### src/rtl/keypad_scanner.sv
// 4x4 matrix keypad scanner with press/release debouncing and a one-cycle key strobe.
// Optional auto-repeat while a key is held is enabled by defining KEYPAD_AUTOREPEAT_EN.
module keypad_scanner #(
  parameter int unsigned SCAN_DIV      = 1000,
  parameter int unsigned DEB_CYCLES    = 20000,
  parameter int unsigned REPEAT_CYCLES = 5000000
) (
  input  logic       clk,
  input  logic       rst,
  input  logic [3:0] col,
  output logic [3:0] row,
  output logic [3:0] key_pressed,
  output logic       key_valid,
  output logic       key_held
);

  localparam int unsigned CntMax = (SCAN_DIV > DEB_CYCLES) ? SCAN_DIV : DEB_CYCLES;
  localparam int unsigned CntW   = $clog2(CntMax + 1);

  localparam logic [CntW-1:0] DivLast = CntW'(SCAN_DIV - 1);
  localparam logic [CntW-1:0] DebLast = CntW'(DEB_CYCLES - 1);

  typedef enum logic [1:0] {
    StScan,
    StDebounce,
    StHeld,
    StRelease
  } state_e;

  state_e          state_q, state_d;
  logic [3:0]      col_meta_q, col_s_q;
  logic [3:0]      row_q, row_d;
  logic [CntW-1:0] div_cnt_q, div_cnt_d;
  logic [CntW-1:0] cnt_q, cnt_d;
  logic [3:0]      pat_q, pat_d;
  logic [3:0]      cand_q, cand_d;
  logic [3:0]      key_pressed_q, key_pressed_d;
  logic            key_valid_q, key_valid_d;
  logic            key_held_q, key_held_d;

  logic [1:0] row_idx;
  logic [1:0] col_idx;
  logic       one_low;
  logic [3:0] row_rot;

`ifdef KEYPAD_AUTOREPEAT_EN
  localparam int unsigned RepW = $clog2(REPEAT_CYCLES + 1);
  localparam logic [RepW-1:0] RepLast = RepW'(REPEAT_CYCLES - 1);
  logic [RepW-1:0] rep_cnt_q, rep_cnt_d;
`endif

  // Keypad layout; r selects the driven row, c the low column (c=0 leftmost).
  function automatic logic [3:0] key_code(input logic [1:0] r, input logic [1:0] c);
    logic [3:0] code;
    unique case ({r, c})
      4'b00_00: code = 4'h1;
      4'b00_01: code = 4'h2;
      4'b00_10: code = 4'h3;
      4'b00_11: code = 4'hA;
      4'b01_00: code = 4'h4;
      4'b01_01: code = 4'h5;
      4'b01_10: code = 4'h6;
      4'b01_11: code = 4'hB;
      4'b10_00: code = 4'h7;
      4'b10_01: code = 4'h8;
      4'b10_10: code = 4'h9;
      4'b10_11: code = 4'hC;
      4'b11_00: code = 4'hE;
      4'b11_01: code = 4'h0;
      4'b11_10: code = 4'hF;
      default:  code = 4'hD;
    endcase
    return code;
  endfunction

  always_ff @(posedge clk or negedge rst) begin
    if (!rst) begin
      col_meta_q <= 4'b1111;
      col_s_q    <= 4'b1111;
    end else begin
      col_meta_q <= col;
      col_s_q    <= col_meta_q;
    end
  end

  always_comb begin
    row_idx = 2'd0;
    unique case (row_q)
      4'b1110: row_idx = 2'd0;
      4'b1101: row_idx = 2'd1;
      4'b1011: row_idx = 2'd2;
      4'b0111: row_idx = 2'd3;
      default: row_idx = 2'd0;
    endcase
  end

  always_comb begin
    one_low = 1'b1;
    col_idx = 2'd0;
    unique case (col_s_q)
      4'b1110: col_idx = 2'd0;
      4'b1101: col_idx = 2'd1;
      4'b1011: col_idx = 2'd2;
      4'b0111: col_idx = 2'd3;
      default: one_low = 1'b0;
    endcase
  end

  assign row_rot = {row_q[2:0], row_q[3]};

  always_comb begin
    state_d       = state_q;
    row_d         = row_q;
    div_cnt_d     = div_cnt_q;
    cnt_d         = cnt_q;
    pat_d         = pat_q;
    cand_d        = cand_q;
    key_pressed_d = key_pressed_q;
    key_valid_d   = 1'b0;
    key_held_d    = key_held_q;
`ifdef KEYPAD_AUTOREPEAT_EN
    rep_cnt_d     = rep_cnt_q;
`endif

    unique case (state_q)
      StScan: begin
        if (div_cnt_q == DivLast) begin
          div_cnt_d = '0;
          if (one_low) begin
            cand_d  = key_code(row_idx, col_idx);
            pat_d   = col_s_q;
            cnt_d   = '0;
            state_d = StDebounce;
          end else begin
            row_d = row_rot;
          end
        end else begin
          div_cnt_d = div_cnt_q + 1'b1;
        end
      end

      StDebounce: begin
        if (col_s_q == pat_q) begin
          if (cnt_q == DebLast) begin
            key_pressed_d = cand_q;
            key_valid_d   = 1'b1;
            key_held_d    = 1'b1;
            cnt_d         = '0;
            state_d       = StHeld;
`ifdef KEYPAD_AUTOREPEAT_EN
            rep_cnt_d     = '0;
`endif
          end else begin
            cnt_d = cnt_q + 1'b1;
          end
        end else begin
          state_d   = StScan;
          row_d     = row_rot;
          div_cnt_d = '0;
        end
      end

      StHeld: begin
        if (col_s_q == 4'b1111) begin
          state_d = StRelease;
          cnt_d   = '0;
        end else begin
`ifdef KEYPAD_AUTOREPEAT_EN
          if (rep_cnt_q == RepLast) begin
            rep_cnt_d   = '0;
            key_valid_d = 1'b1;
          end else begin
            rep_cnt_d = rep_cnt_q + 1'b1;
          end
`endif
        end
      end

      StRelease: begin
        // Any bounce back to a low column restarts the release window.
        if (col_s_q == 4'b1111) begin
          if (cnt_q == DebLast) begin
            key_held_d = 1'b0;
            state_d    = StScan;
            row_d      = row_rot;
            div_cnt_d  = '0;
            cnt_d      = '0;
          end else begin
            cnt_d = cnt_q + 1'b1;
          end
        end else begin
          cnt_d = '0;
        end
      end

      default: state_d = StScan;
    endcase
  end

  always_ff @(posedge clk or negedge rst) begin
    if (!rst) begin
      state_q       <= StScan;
      row_q         <= 4'b1110;
      div_cnt_q     <= '0;
      cnt_q         <= '0;
      pat_q         <= 4'b1111;
      cand_q        <= 4'h0;
      key_pressed_q <= 4'h0;
      key_valid_q   <= 1'b0;
      key_held_q    <= 1'b0;
    end else begin
      state_q       <= state_d;
      row_q         <= row_d;
      div_cnt_q     <= div_cnt_d;
      cnt_q         <= cnt_d;
      pat_q         <= pat_d;
      cand_q        <= cand_d;
      key_pressed_q <= key_pressed_d;
      key_valid_q   <= key_valid_d;
      key_held_q    <= key_held_d;
    end
  end

`ifdef KEYPAD_AUTOREPEAT_EN
  always_ff @(posedge clk or negedge rst) begin
    if (!rst) begin
      rep_cnt_q <= '0;
    end else begin
      rep_cnt_q <= rep_cnt_d;
    end
  end
`endif

  assign row         = row_q;
  assign key_pressed = key_pressed_q;
  assign key_valid   = key_valid_q;
  assign key_held    = key_held_q;

endmodule

### config.mk
export PLATFORM = sky130hd
export DESIGN_NAME = keypad_scanner
export DESIGN_NICKNAME = d
export VERILOG_FILES = /design/src/rtl/keypad_scanner.sv
export SDC_FILE = /design/constraint.sdc
export NUM_CORES = 1
export LEC_CHECK = 0
export CAP_MARGIN = 20
export CORE_ASPECT_RATIO = 0.9
export CORE_UTILIZATION = 25
export CTS_CLUSTER_SIZE = 10
export DETAILED_ROUTE_END_ITERATION = 8
export SETUP_SLACK_MARGIN = 0.1
export SYNTH_ARGS = -nofsm -noshare
export SYNTH_HDL_FRONTEND = slang
export SYNTH_SLANG_ARGS = --single-unit
### constraint.sdc
create_clock -name clk -period 2.1 [get_ports clk]
set_input_delay 0.42 -clock clk [delete_from_list [all_inputs] [get_ports clk]]
set_output_delay 0.42 -clock clk [all_outputs]
set_load 0.01 [all_outputs]
==> results_slide.txt, run 1 <==
Synthesis and Place & Route Summary

Synth
  • Leading area contributor after synthesis: dfrtp_1
  • Mapped cell area: 3211 sq um
  • Cell count in the Yosys report: 314
  • Area share of the largest cell type after synthesis: 33.52%
  • Synth Net Count: 327
  • Synth Seq Share: 45.79%
  • Syn. warnings: 0

Final layout
  • Logic area: 1936 sq um
  • Layout clock area frac: 6.672%
  • Fin cells: 550
  • Mi-comb count: 234
  • Flop share of the area: 32.00%
  • Nets@finish: 398
  • CLK BUF: 12

Routing
  • Met2 wire length: 4261 microns
  • DR WL/cell: 15.63 microns

GRT
  • Grt ovf: 0
  • Met1 GRT Util: between 10% and 20%

Worst setup path
  • Endpoint class of the critical path: register
  • CP cell instances: or4_4, nor4_4, and4_4, nor3_4, mux2_4
  • Crit Path Category: reg2reg
  • Flop-to-flop setup slack: a little over 0.05 ns

Pwr
  • Sw Share: 20.98%
  • Comb pwr share: 3.6%
  • Clock Power Share: 54.5%

Floorplan
  • Chip Footprint: 13,300 sq um
  • Core area: 12,270 sq um

Final timing
  • Setup ws final: 0.05118 ns
  • Min Tclk post-route: 2.049 ns
  • Unrepaired setup endpoints after global routing: yes

CTS
  • Num CTS Buffers: 9

Placed design
  • Area after DPL: 3785 sq um

Outcome
  • Outcome: complete, no violations

Hold path
  • Hold crit path type: in2async
**Run 1: metal 1**

Scale bar: 20 microns.
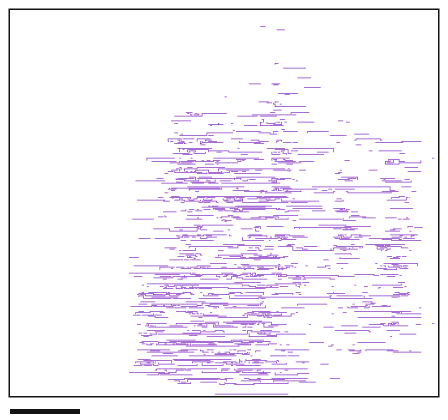
nets with wire on the layer	364
share of all routed wire	43%
longest straight run	27.1 microns
wire length on this layer	3,670 microns

**Run 1: met2 routing**

Scale bar: 20 microns. Cells faint in the background.
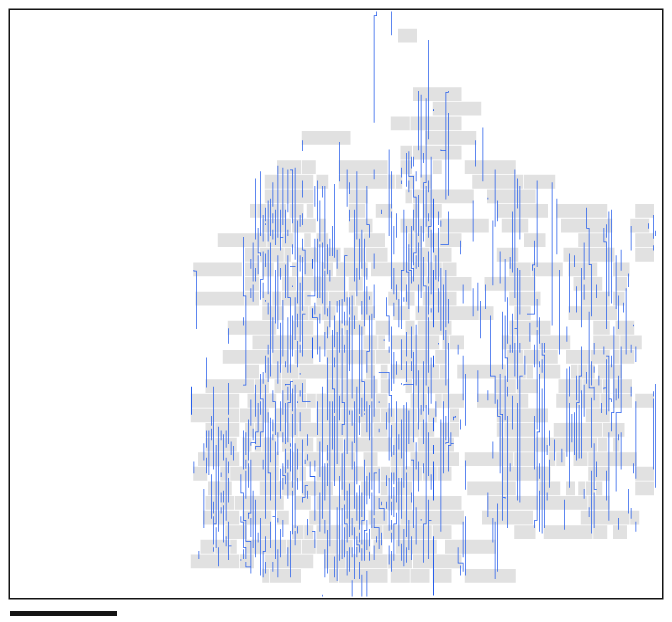
main direction	vertical
longest straight run	32.1 microns
nets with wire on the layer	351
share of all routed wire	50%
wire length on this layer	4,260 microns

**Run 1: M3 wires**

Scale bar: 20 microns. Cells faint in the background.
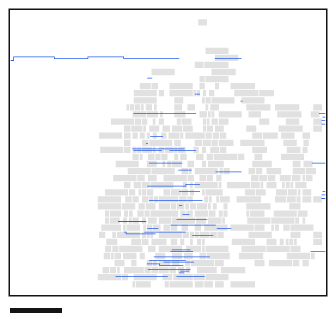
share of all routed wire	5.3%
longest straight run	23.7 microns

**Run 1: routing congestion**

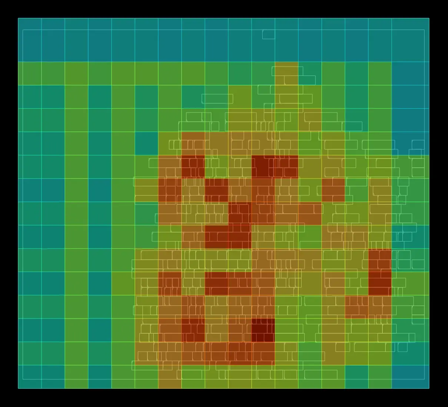

## Run 2: what changed since run 1
--- a/config.mk
+++ b/config.mk
@@ -8,6 +8,7 @@
 export CAP_MARGIN = 20
 export CORE_ASPECT_RATIO = 0.9
 export CORE_UTILIZATION = 25
+export CTS_BUF_LIST = sky130_fd_sc_hd__clkbuf_4 sky130_fd_sc_hd__clkbuf_8
 export CTS_CLUSTER_SIZE = 10
 export DETAILED_ROUTE_END_ITERATION = 8
 export SETUP_SLACK_MARGIN = 0.1
**Run 2: routing congestion**

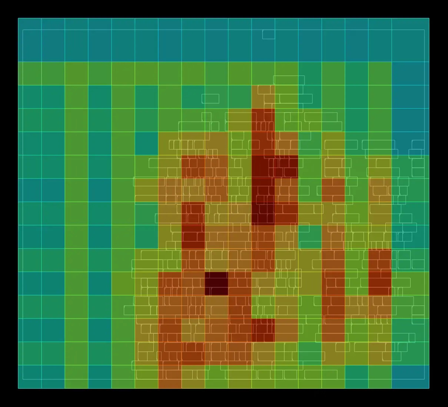
met1 GRT Util: 16.39%
met3 Use GR: 2.801%
GR peak layer: met2

==> run 2 against run 1 <==
Combinational power up 5%. Flip-flop count unchanged. Critical path depth unchanged. Final area down 2.0%. Wire length down 1.3%. Critical endpoint is now row[1].
==> results_slide.txt, run 2 <==
Synthesis and Place & Route Summary

Outcome
  • Outcome: complete, no violations

Worst setup path
  • Required @ worst endpoint: between 2 and 2.5 ns
  • Crit Path Category: reg2reg
  • Flop-to-flop setup slack: ~0.056 ns
  • CP cell instances: or4_4, nor4_4, and4_4, nor3_4, mux2_1
  • Endpoint class of the critical path: register

Synth
  • Cell count in the Yosys report: 314
  • Synth Seq Share: 45.79%
  • Leading area contributor after synthesis: dfrtp_1
  • Synth Net Count: 327
  • Mapped cell area: 3211 sq um
  • Area share of the largest cell type after synthesis: 33.52%

Final timing
  • Unrepaired setup endpoints after global routing: yes
  • Setup ws final: about 0.056 ns
  • Min Tclk post-route: 2.044 ns

Final layout
  • Flop share of the area: 32.65%
  • Fin cells: ~540
  • Fin util: between 30% and 40%
  • Mi-comb count: 234
  • Logic area: 1999 sq um
  • Layout clock area frac: under 10%
  • Nets@finish: 389
  • CLK BUF: 12

Routing
  • Met2 wire length: approximately 4300 microns
  • DR WL/cell: between 15 and 20 microns

Floorplan
  • Core area: 12,270 sq um
  • Chip Footprint: 13,300 sq um

GRT
  • Grt ovf: 0

Hold path
  • Hold crit path type: in2async

Pwr
  • Sw Share: 22.44%
  • Comb pwr share: between 4 and 5%
  • Clock Power Share: 46.5%

CTS
  • Num CTS Buffers: 9
No activity file was given, so power comes from the tool's default toggle rates.
